### src/rtl/vga_timing_pkg.sv
// rtl/vga_timing_pkg.sv - default 640x480 timing constants, mode struct and total helpers
package vga_timing_pkg;

    typedef struct packed {
        int unsigned h_active;
        int unsigned h_fp;
        int unsigned h_sync;
        int unsigned h_bp;
        int unsigned v_active;
        int unsigned v_fp;
        int unsigned v_sync;
        int unsigned v_bp;
    } timing_t;

    localparam int unsigned DEF_H_ACTIVE = 640;
    localparam int unsigned DEF_H_FP     = 16;
    localparam int unsigned DEF_H_SYNC   = 96;
    localparam int unsigned DEF_H_BP     = 48;
    localparam int unsigned DEF_V_ACTIVE = 480;
    localparam int unsigned DEF_V_FP     = 10;
    localparam int unsigned DEF_V_SYNC   = 2;
    localparam int unsigned DEF_V_BP     = 33;

    function automatic int unsigned h_total(timing_t t);
        return t.h_active + t.h_fp + t.h_sync + t.h_bp;
    endfunction

    function automatic int unsigned v_total(timing_t t);
        return t.v_active + t.v_fp + t.v_sync + t.v_bp;
    endfunction

endpackage

### src/rtl/vga_axis_counter.sv
// rtl/vga_axis_counter.sv - wrapping axis counter with carry-out and active/sync decode
module vga_axis_counter #(
    parameter int unsigned ACTIVE = 640,
    parameter int unsigned FP     = 16,
    parameter int unsigned SYNC   = 96,
    parameter int unsigned BP     = 48,
    parameter int unsigned W      = $clog2(ACTIVE + FP + SYNC + BP)
) (
    input  logic         clk,
    input  logic         rst,
    input  logic         i_en,
    output logic [W-1:0] o_cnt,
    output logic         o_carry,
    output logic         o_active,
    output logic         o_sync
);
    localparam int unsigned TOTAL = ACTIVE + FP + SYNC + BP;
    localparam logic [W-1:0] LAST    = W'(TOTAL - 1);
    localparam logic [W-1:0] SYNC_LO = W'(ACTIVE + FP);
    localparam logic [W-1:0] SYNC_HI = W'(ACTIVE + FP + SYNC);

    logic [W-1:0] r_cnt;
    logic         w_last;

    assign w_last   = (r_cnt == LAST);
    assign o_cnt    = r_cnt;
    assign o_carry  = i_en && w_last;
    assign o_active = (r_cnt < W'(ACTIVE));
    assign o_sync   = (r_cnt >= SYNC_LO) && (r_cnt < SYNC_HI);

    always_ff @(posedge clk) begin
        if (rst) begin
            r_cnt <= '0;
        end else if (i_en) begin
            r_cnt <= w_last ? '0 : r_cnt + 1'b1;
        end
    end

endmodule

### src/rtl/vga_timing_gen.sv
// rtl/vga_timing_gen.sv - pixel-enable video timing generator; VGA_TIMING_IRQ_EN enables the vblank irq
module vga_timing_gen
    import vga_timing_pkg::*;
#(
    parameter int unsigned H_ACTIVE   = DEF_H_ACTIVE,
    parameter int unsigned H_FP       = DEF_H_FP,
    parameter int unsigned H_SYNC     = DEF_H_SYNC,
    parameter int unsigned H_BP       = DEF_H_BP,
    parameter int unsigned V_ACTIVE   = DEF_V_ACTIVE,
    parameter int unsigned V_FP       = DEF_V_FP,
    parameter int unsigned V_SYNC     = DEF_V_SYNC,
    parameter int unsigned V_BP       = DEF_V_BP,
    parameter logic        H_SYNC_POL = 1'b0,
    parameter logic        V_SYNC_POL = 1'b0,
    parameter int unsigned LOOKAHEAD  = 2,
    localparam timing_t     TIMING  = '{H_ACTIVE, H_FP, H_SYNC, H_BP, V_ACTIVE, V_FP, V_SYNC, V_BP},
    localparam int unsigned H_TOTAL = h_total(TIMING),
    localparam int unsigned V_TOTAL = v_total(TIMING),
    localparam int unsigned HW      = $clog2(H_TOTAL),
    localparam int unsigned VW      = $clog2(V_TOTAL)
) (
    input  logic          clk,
    input  logic          rst,
    input  logic          pix_ce,
    output logic          h_sync_o,
    output logic          v_sync_o,
    output logic          de_o,
    output logic [HW-1:0] posx_o,
    output logic [VW-1:0] posy_o,
    output logic          line_start_o,
    output logic          frame_start_o,
    output logic [HW-1:0] fetch_x_o,
    output logic [VW-1:0] fetch_y_o,
    output logic          fetch_de_o,
    output logic          irq_o,
    input  logic          irq_ack
);
    generate
        if (LOOKAHEAD > H_FP + H_SYNC + H_BP || H_ACTIVE == 0 || H_FP == 0 || H_SYNC == 0 ||
            H_BP == 0 || V_ACTIVE == 0 || V_FP == 0 || V_SYNC == 0 || V_BP == 0) begin : g_bad_params
            $error("vga_timing_gen: illegal timing parameters");
        end
    endgenerate

    logic [HW-1:0] w_hcnt;
    logic [VW-1:0] w_vcnt;
    logic          w_h_carry, w_h_active, w_h_sync;
    logic          w_v_carry, w_v_active, w_v_sync;
    logic          w_unused_v_carry;

    vga_axis_counter #(.ACTIVE(H_ACTIVE), .FP(H_FP), .SYNC(H_SYNC), .BP(H_BP), .W(HW)) u_hcnt (
        .clk(clk), .rst(rst), .i_en(pix_ce),
        .o_cnt(w_hcnt), .o_carry(w_h_carry), .o_active(w_h_active), .o_sync(w_h_sync)
    );

    vga_axis_counter #(.ACTIVE(V_ACTIVE), .FP(V_FP), .SYNC(V_SYNC), .BP(V_BP), .W(VW)) u_vcnt (
        .clk(clk), .rst(rst), .i_en(w_h_carry),
        .o_cnt(w_vcnt), .o_carry(w_v_carry), .o_active(w_v_active), .o_sync(w_v_sync)
    );

    assign w_unused_v_carry = w_v_carry;

    // LOOKAHEAD never exceeds the blanking width, so one subtraction suffices for the line carry.
    localparam logic [HW-1:0] FX_WRAP_AT = HW'(H_TOTAL - 1 - LOOKAHEAD);
    localparam logic [HW-1:0] FX_ADD     = HW'(LOOKAHEAD);
    localparam logic [HW-1:0] FX_SUB     = HW'(H_TOTAL - LOOKAHEAD);
    localparam logic [VW-1:0] V_LAST     = VW'(V_TOTAL - 1);

    logic          w_fetch_wrap;
    logic [HW-1:0] w_fetch_x;
    logic [VW-1:0] w_fetch_y;
    logic          w_fetch_de;

    assign w_fetch_wrap = (w_hcnt > FX_WRAP_AT);
    assign w_fetch_x    = w_fetch_wrap ? w_hcnt - FX_SUB : w_hcnt + FX_ADD;
    assign w_fetch_y    = !w_fetch_wrap ? w_vcnt : ((w_vcnt == V_LAST) ? '0 : w_vcnt + 1'b1);
    assign w_fetch_de   = (w_fetch_x < HW'(H_ACTIVE)) && (w_fetch_y < VW'(V_ACTIVE));

    always_ff @(posedge clk) begin
        if (rst) begin
            h_sync_o      <= ~H_SYNC_POL;
            v_sync_o      <= ~V_SYNC_POL;
            de_o          <= 1'b0;
            posx_o        <= '0;
            posy_o        <= '0;
            line_start_o  <= 1'b0;
            frame_start_o <= 1'b0;
            fetch_x_o     <= '0;
            fetch_y_o     <= '0;
            fetch_de_o    <= 1'b0;
        end else begin
            line_start_o  <= 1'b0;
            frame_start_o <= 1'b0;
            if (pix_ce) begin
                h_sync_o      <= w_h_sync ? H_SYNC_POL : ~H_SYNC_POL;
                v_sync_o      <= w_v_sync ? V_SYNC_POL : ~V_SYNC_POL;
                de_o          <= w_h_active && w_v_active;
                posx_o        <= w_hcnt;
                posy_o        <= w_vcnt;
                line_start_o  <= (w_hcnt == '0);
                frame_start_o <= (w_hcnt == '0) && (w_vcnt == '0);
                fetch_x_o     <= w_fetch_x;
                fetch_y_o     <= w_fetch_y;
                fetch_de_o    <= w_fetch_de;
            end
        end
    end

`ifdef VGA_TIMING_IRQ_EN
    logic r_irq;
    logic w_irq_set;

    assign w_irq_set = pix_ce && (w_hcnt == '0) && (w_vcnt == VW'(V_ACTIVE));

    always_ff @(posedge clk) begin
        if (rst) begin
            r_irq <= 1'b0;
        end else if (w_irq_set) begin
            r_irq <= 1'b1;
        end else if (irq_ack) begin
            r_irq <= 1'b0;
        end
    end

    assign irq_o = r_irq;
`else
    logic w_unused_irq_ack;
    assign w_unused_irq_ack = irq_ack;
    assign irq_o            = 1'b0;
`endif

endmodule

### config.mk
export PLATFORM = sky130hd
export DESIGN_NAME = vga_timing_gen
export DESIGN_NICKNAME = d
export VERILOG_FILES = /design/src/rtl/vga_timing_pkg.sv /design/src/rtl/vga_axis_counter.sv /design/src/rtl/vga_timing_gen.sv
export SDC_FILE = /design/constraint.sdc
export NUM_CORES = 1
export LEC_CHECK = 0
export CAP_MARGIN = 25
export CORE_ASPECT_RATIO = 0.8
export CORE_MARGIN = 1.5
export CORE_UTILIZATION = 56
export CTS_BUF_LIST = sky130_fd_sc_hd__clkbuf_2
export CTS_CLUSTER_SIZE = 28
export DETAILED_ROUTE_END_ITERATION = 10
export PLACE_DENSITY = 0.92
export SLEW_MARGIN = 20
export SYNTH_ARGS = -nofsm -noshare
export SYNTH_HDL_FRONTEND = slang
export SYNTH_SLANG_ARGS = --single-unit
### constraint.sdc
create_clock -name clk -period 3.65 [get_ports clk]
set_clock_uncertainty 0.05 [all_clocks]
set_input_delay 0.73 -clock clk [delete_from_list [all_inputs] [get_ports clk]]
set_output_delay 0.73 -clock clk [all_outputs]
set_load 0.02 [all_outputs]
Figure 1. Sequential cells coloured by netlist name.
Scale bar: 20 um. Other sequential cells in the stronger grey, the rest of the logic in the fainter grey.
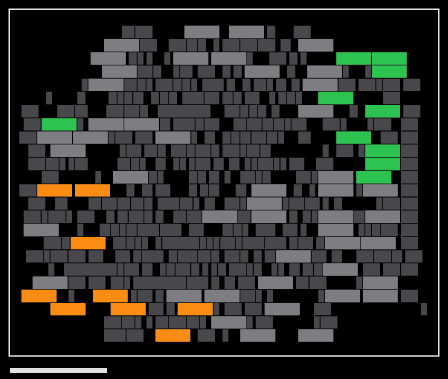
colour	signal	flops
green	posy_o	10
orange	fetch_x_o	9

Figure 2. Metal layers overlaid.
Scale bar: 20 um.
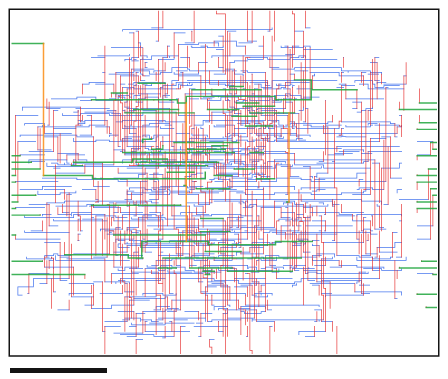
colour	layer	wire length
red	M2	3050 um
blue	M1	3490 um
green	M3	604 um
orange	M4	74.1 um

==> qor.yml <==
clocking:
  cts_sinks: 65
timing:
  fin_tns_setup_ps: 0
  rsz0062_at_grt: "no"
detailed_routing:
  drt_pass1_iterations: 6
  drc_errors: 0
  avgRoutedWirePerCell_um: 14.7
finish:
  bufAreaShareNonClock_pct: 13.3
  final_nets: 425
  final_common_cell: "dfxtp_1"
  inv_count: 6
power:
  p_per_area_nw_per_um2: 359
  p_int_mw: 1.06
run_status:
  outcome: "complete, no violations"
grt:
  globalRouteMet2Util_pct: 36.0
worst_setup_path:
  start_kind: "flip-flop"
  worstPathArrival_ps: 3490
placed_design:
  dp_slack_ps: 573
  gp_congestion: 0.898
synth:
  syn_area_sq_um: 3250
  syn-num-nets: 397
Figure 3. Cells coloured by class.
Scale bar: 20 um. Fill, decap, tap and diode cells in grey.
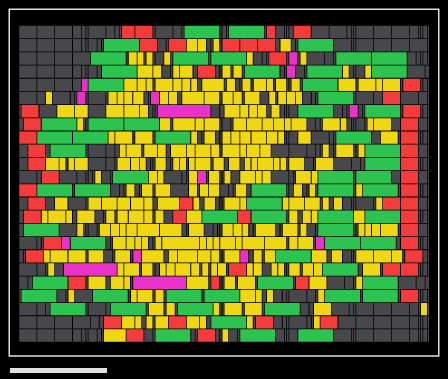
colour	class	cells	share of their area
green	sequential cells	65	35%
magenta	clock drivers and dummy loads	14	3.9%
red	remaining buffers and delay cells	53	14%
yellow	remaining logic cells	281	48%

Figure 4. Placed standard cells.
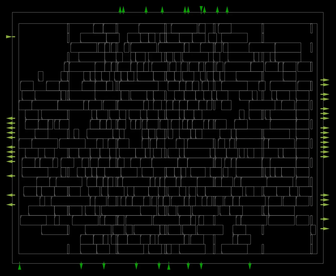
flop count: 65
final cell count without fillers: 491

-- power by group through the flow --
stage	Sequential [mW]	Combinational [mW]	Clock (mW)
floorplan	0.766	0.0577	0
global placement	0.749	0.112	0
detailed placement	0.749	0.114	0
CTS	0.734	0.115	0.535
global route	0.737	0.123	0.566
finish	0.734	0.114	0.527
-- worst min path at each step --
stage                               start         endpoint  slack [ps]  cells after the start
after floorplan           u_vcnt.o_cnt[0]  u_vcnt.o_cnt[0]         470                      2
after global placement               de_o             de_o         410                      2
after detailed placement         v_sync_o         v_sync_o         420                      2
after CTS                    fetch_x_o[1]     fetch_x_o[1]         440                      2
after global routing         fetch_y_o[8]     fetch_y_o[8]         470                      2
final                        fetch_x_o[1]     fetch_x_o[1]         440                      2
No activity file was given, so power comes from the tool's default toggle rates.
